`config.mk`:
```
export PLATFORM = sky130hd
export DESIGN_NAME = coherent_mem_ctrl
export DESIGN_NICKNAME = d
export VERILOG_FILES = /design/src/rtl/coherent_mem_ctrl.sv
export SDC_FILE = /design/constraint.sdc
export NUM_CORES = 1
export LEC_CHECK = 0
export CAP_MARGIN = 0
export CORE_AREA = 3 3 357 359
export CTS_CLUSTER_SIZE = 25
export DETAILED_ROUTE_END_ITERATION = 8
export DIE_AREA = 0 0 360 362
export PLACE_DENSITY = 0.38
export SLEW_MARGIN = 20
export SYNTH_ARGS = -nofsm -noshare
export SYNTH_HDL_FRONTEND = slang
export SYNTH_SLANG_ARGS = --single-unit
```
`constraint.sdc`:
```
create_clock -name CLK -period 2.73 [get_ports CLK]
set_input_delay 0.273 -clock CLK [delete_from_list [all_inputs] [get_ports CLK]]
set_output_delay 0.273 -clock CLK [all_outputs]
set_load 0.02 [all_outputs]
```
`src/rtl/coherent_mem_ctrl.sv`:
```
// coherent_mem_ctrl: snoop-based coherent block memory controller for NCORES caches onto one RAM port.
module coherent_mem_ctrl #(
  parameter int NCORES = 4,
  parameter int BLKW = 2,
  parameter int CW = $clog2(NCORES),
  localparam int BW = BLKW > 1 ? $clog2(BLKW) : 1
) (
  input  logic                     CLK,
  input  logic                     nRST,
  input  logic [NCORES-1:0]        iREN,
  input  logic [NCORES-1:0][31:0]  iaddr,
  output logic [NCORES-1:0]        iwait,
  output logic [NCORES-1:0][31:0]  iload,
  input  logic [NCORES-1:0]        dREN,
  input  logic [NCORES-1:0]        dWEN,
  input  logic [NCORES-1:0]        ccwrite,
  input  logic [NCORES-1:0][31:0]  daddr,
  input  logic [NCORES-1:0][31:0]  dstore,
  output logic [NCORES-1:0]        dwait,
  output logic [NCORES-1:0][31:0]  dload,
  output logic [NCORES-1:0]        ccwait,
  output logic [NCORES-1:0][31:0]  ccsnoopaddr,
  output logic [NCORES-1:0]        ccinv,
  input  logic [NCORES-1:0]        cctrans,
  output logic [BW-1:0]            ccbeat,
  output logic                     ramREN,
  output logic                     ramWEN,
  output logic [31:0]              ramaddr,
  output logic [31:0]              ramstore,
  input  logic [31:0]              ramload,
  input  logic [1:0]               ramstate
);
  localparam logic [2:0] IDLE = 3'd0, WB = 3'd1, SEND = 3'd2, SNOOP = 3'd3,
                         C2C = 3'd4, MEMRD = 3'd5, FETCH = 3'd6;

  logic [2:0] state_q, state_d;
  logic [CW-1:0] owner_q, owner_d, rr_q, rr_d, supplier_q, supplier_d, nxt_owner;
  logic [BW-1:0] beat_q, beat_d;
  logic [31:0] base_q, base_d, beat_addr;
  logic inv_q, inv_d, acc, last;
  logic [CW:0] wi, ri, ii, sp;

  // Returns {found, index}: first requester at offset >= first from start, wrapping mod NCORES.
  function automatic logic [CW:0] pick(input logic [NCORES-1:0] req, input logic [CW-1:0] start,
                                       input int first);
    logic [CW:0] r;
    r = '0;
    for (int i = NCORES - 1; i >= first; i--) begin
      int idx;
      idx = (int'(start) + i) % NCORES;
      if (req[idx]) r = {1'b1, CW'(idx)};
    end
    return r;
  endfunction

  always_comb begin
    acc = ramstate == 2'b10;
    last = beat_q == BW'(BLKW - 1);
    nxt_owner = owner_q == CW'(NCORES - 1) ? '0 : owner_q + 1'b1;
    beat_addr = base_q + (32'(beat_q) << 2);
    wi = pick(dWEN, rr_q, 0);
    ri = pick(dREN, rr_q, 0);
    ii = pick(iREN, rr_q, 0);
    sp = pick(cctrans, owner_q, 1);
    state_d = state_q;
    owner_d = owner_q;
    rr_d = rr_q;
    supplier_d = supplier_q;
    beat_d = beat_q;
    base_d = base_q;
    inv_d = inv_q;
    case (state_q)
      IDLE: begin
        if (wi[CW]) begin
          state_d = WB;
          owner_d = wi[CW-1:0];
          base_d = daddr[wi[CW-1:0]];
        end else if (ri[CW]) begin
          state_d = SEND;
          owner_d = ri[CW-1:0];
          base_d = daddr[ri[CW-1:0]];
          inv_d = ccwrite[ri[CW-1:0]];
        end else if (ii[CW]) begin
          state_d = FETCH;
          owner_d = ii[CW-1:0];
        end
      end
      WB, C2C, MEMRD: begin
        if (acc) begin
          beat_d = last ? '0 : beat_q + 1'b1;
          state_d = last ? IDLE : state_q;
          rr_d = last ? nxt_owner : rr_q;
        end
      end
      SEND: state_d = SNOOP;
      SNOOP: begin
        inv_d = 1'b0;
        supplier_d = sp[CW-1:0];
        state_d = sp[CW] ? C2C : MEMRD;
      end
      FETCH: begin
        if (acc) begin
          state_d = IDLE;
          rr_d = nxt_owner;
        end
      end
      default: state_d = IDLE;
    endcase
  end

  always_comb begin
    iwait = '1;
    dwait = '1;
    iload = '0;
    dload = '0;
    ccwait = '0;
    ccsnoopaddr = '0;
    ccinv = '0;
    ramREN = 1'b0;
    ramWEN = 1'b0;
    ramaddr = '0;
    ramstore = '0;
    ccbeat = beat_q;
    case (state_q)
      WB: begin
        ramWEN = 1'b1;
        ramaddr = beat_addr;
        ramstore = dstore[owner_q];
        if (acc) dwait[owner_q] = 1'b0;
      end
      SEND, SNOOP: begin
        for (int k = 0; k < NCORES; k++) begin
          if (CW'(k) != owner_q) begin
            ccwait[k] = 1'b1;
            ccsnoopaddr[k] = base_q;
            ccinv[k] = inv_q;
          end
        end
      end
      C2C: begin
        ccwait[supplier_q] = 1'b1;
        ramWEN = 1'b1;
        ramaddr = beat_addr;
        ramstore = dstore[supplier_q];
        dload[owner_q] = dstore[supplier_q];
        if (acc) begin
          dwait[owner_q] = 1'b0;
          dwait[supplier_q] = 1'b0;
        end
      end
      MEMRD: begin
        ramREN = 1'b1;
        ramaddr = beat_addr;
        if (acc) begin
          dload[owner_q] = ramload;
          dwait[owner_q] = 1'b0;
        end
      end
      FETCH: begin
        ramREN = 1'b1;
        ramaddr = iaddr[owner_q];
        if (acc) begin
          iload[owner_q] = ramload;
          iwait[owner_q] = 1'b0;
        end
      end
      default: ;
    endcase
  end

  always_ff @(posedge CLK or negedge nRST) begin
    if (!nRST) begin
      state_q <= IDLE;
      owner_q <= '0;
      rr_q <= '0;
      supplier_q <= '0;
      beat_q <= '0;
      base_q <= '0;
      inv_q <= 1'b0;
    end else begin
      state_q <= state_d;
      owner_q <= owner_d;
      rr_q <= rr_d;
      supplier_q <= supplier_d;
      beat_q <= beat_d;
      base_q <= base_d;
      inv_q <= inv_d;
    end
  end
endmodule

```
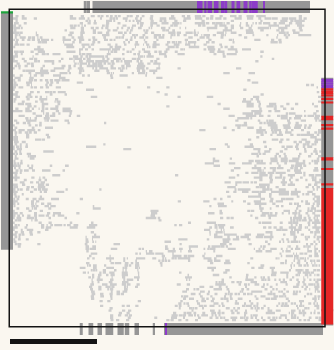
Figure 1: run 1, pin map.
Scale bar: 100 um. Pins as bars across the die edge, other pins in grey.
[red] dload | pins: 128 | direction: output | edge: east
[purple] ramstore | pins: 32 | direction: output | edge: 26 north, 5 east, 1 south
[green] CLK | pins: 1 | direction: input | edge: west
all pins by edge: 270 north, 229 south, 208 east, 200 west

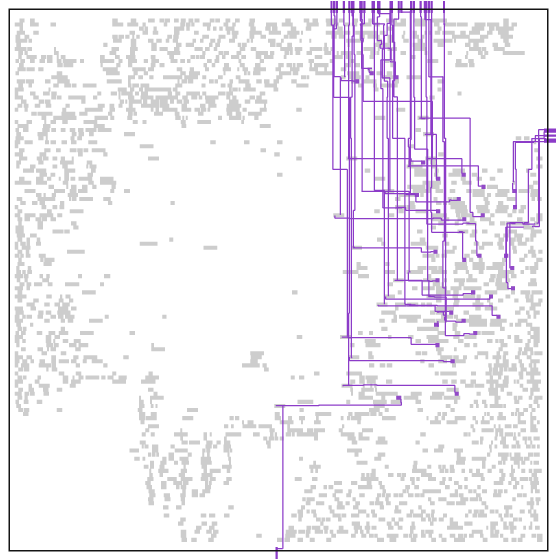
Figure 2: run 1, nets reached from selected ports.
[purple] ramstore | bits: 32 | direction: output | edge: 26 north, 5 east, 1 south | end cells: 32 | buffers: 32 | wire: 5960 um

==> flow_metrics.tcl, run 1 <==
# place-and-route summary
set metrics [dict create \
    status "finished with violations" \
    failed_checks "negative hold slack, negative setup slack" \
    buffer_area_share_pct 47.4 \
    top_layer_used "met5" \
    path_clk_slew_ns 0.08 \
    setup_ws_ns -0.0217 \
    grt_usage_pct 18.1 \
    tritoncts "done" \
    maxSlewViolCount 0 \
    p_per_area_nw_per_um2 844 \
    top_regs "base_q x32, state_q x3" \
    synth_async_sr_flop_share_pct 100 \
    maxCapViolCount 0 \
    wl_per_cell_um 30.5 \
    drive_above_1_share_pct 29.1 \
    tightest_slew_ns 0.774 \
    syn_to_final_growth_pct 132 \
    syn-cell-area_um2 10800 \
    final-hold-violation-count 2 \
    tool_warnings 32 \
    r2r-start "rr_q[1]$_DFFE_PN0P_" \
    use_met3_pct 5.18 \
    comb.multi_input.count 1133 \
    xor_share_pct 2.51 \
    crit_chain "buf_12 > ha_4 > nand3_4 > buf_6 > nor4_4 > buf_4 > nand3_4 > xor2_4 > o21ai_4 > buf_6 > buf_12" \
    tap_cells 1637 \
    clock_buffers 6 \
    pg_seq_uw 1560 \
    pwr-share-comb_pct 88.8 \
    crit_cells 11 \
    seq_area_um2 1090 \
    buffers 1209 \
    start_kind "register" \
    first_pass_iters 5 \
    power.switching_uw 11100 \
    grt_setup_unrepaired "yes" \
    lay_top_cells "clkdlybuf4s50_1, buf_4, dlygate4sd2_1" \
    root_buffer "clkbuf_16" \
    largest_reg_flops 32 \
    final_nets 2851 \
    clock_area_share_pct 0.692 \
    cpLargestDelayFamily "buffers and inverters" \
    endpoint "ramaddr[24]" \
    reg2reg_setup_slack_ns 0.46 \
    final_antenna_net_count 0 \
    ys.flop_type "dfrtp_1" \
    cp_max_fo 4 \
    ys_top_cells_by_count "and2_1, and3_1, nor2b_1, nand2_1, mux4_2" \
    grt_overflow 0 \
    combGateArea_um2 9790 \
    seq_cells 43 \
    cts_hold_buf 0 \
    vias 15900 \
    m1WireLength_um 45700 \
    fp_nets 1782 \
    period_minus_slack_ns 2.75 \
    n_all_inverters 13 \
    cts_buffers 5 \
    setup_viol 2 \
    grt_pass1_vias 16200 \
    topCellsByArea "mux4_2, dfrtp_1, and2_1" \
    place_area_um2 24100 \
    seq_share_pct 4.35 \
    yosysSeqAreaShare_pct 9.94 \
    timing.hold.ws_ns -0.00618 \
]
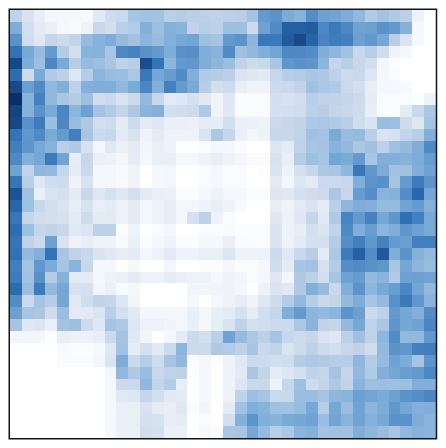
Figure 3: run 1, routed metal per tile.
The die is cut into 36 by 36 equal tiles; white is low, dark blue is high, scaled to the fullest tile. Values are wire area over tile area, all layers added.
emptiest ninth of the die: centre
mean over tiles: 0.15
tiles over half the peak: 17%
nearly empty tiles: 9.5%

--- run 2 (diff from run 1) ---
- CAP_MARGIN: 0 -> 40
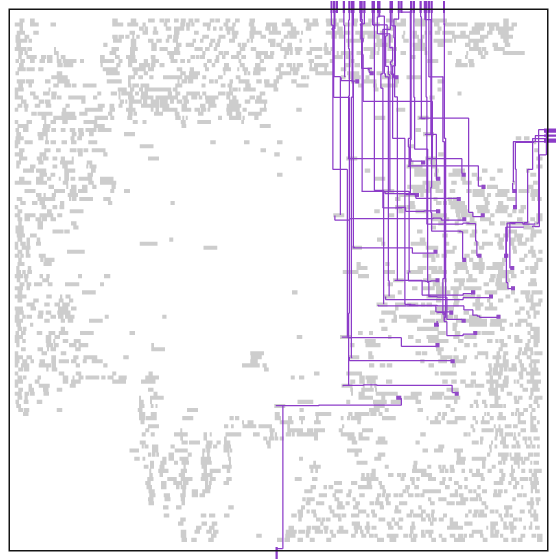
Figure 4: run 2, nets reached from selected ports.
[purple] ramstore | bits: 32 | direction: output | edge: 26 north, 5 east, 1 south | end cells: 32 | buffers: 32 | wire: 5950 um

==> flow_metrics.tcl, run 2 <==
# place-and-route summary
set metrics [dict create \
    synth_async_sr_flop_share_pct 100 \
    path_clk_slew_ns 0.08 \
    reg2reg_setup_slack_ns 0.45 \
    pg_seq_uw 1560 \
    xor_share_pct 2.51 \
    pwr-share-comb_pct 88.8 \
    setup_ws_ns -0.0301 \
    setup_viol 1 \
    seq_area_um2 1090 \
    tritoncts "done" \
    cts_hold_buf 0 \
    failed_checks "negative setup slack" \
    clock_area_share_pct 0.691 \
    largest_reg_flops 32 \
    p_per_area_nw_per_um2 842 \
    lay_top_cells "clkdlybuf4s50_1, buf_4, dlygate4sd2_1" \
    final_antenna_net_count 0 \
    combGateArea_um2 9790 \
    final-hold-violation-count 0 \
    timing.hold.ws_ns 0.285 \
    grt_setup_unrepaired "yes" \
    tightest_slew_ns 0.767 \
    status "finished with violations" \
    clock_buffers 6 \
    cp_max_fo 4 \
    drive_above_1_share_pct 29.2 \
    endpoint "ramaddr[24]" \
    buffer_area_share_pct 47.5 \
    m1WireLength_um 45100 \
    vias 16000 \
    r2r-start "rr_q[0]$_DFFE_PN0P_" \
    use_met3_pct 5.18 \
    seq_cells 43 \
    topCellsByArea "mux4_2, dfrtp_1, and2_1" \
    ys_top_cells_by_count "and2_1, and3_1, nor2b_1, nand2_1, mux4_2" \
    crit_chain "buf_12 > ha_4 > nand3_4 > buf_6 > nor4_4 > buf_4 > nand3_4 > xor2_4 > o21ai_4 > buf_6 > buf_12" \
]
Power and IR drop assume default switching activity.
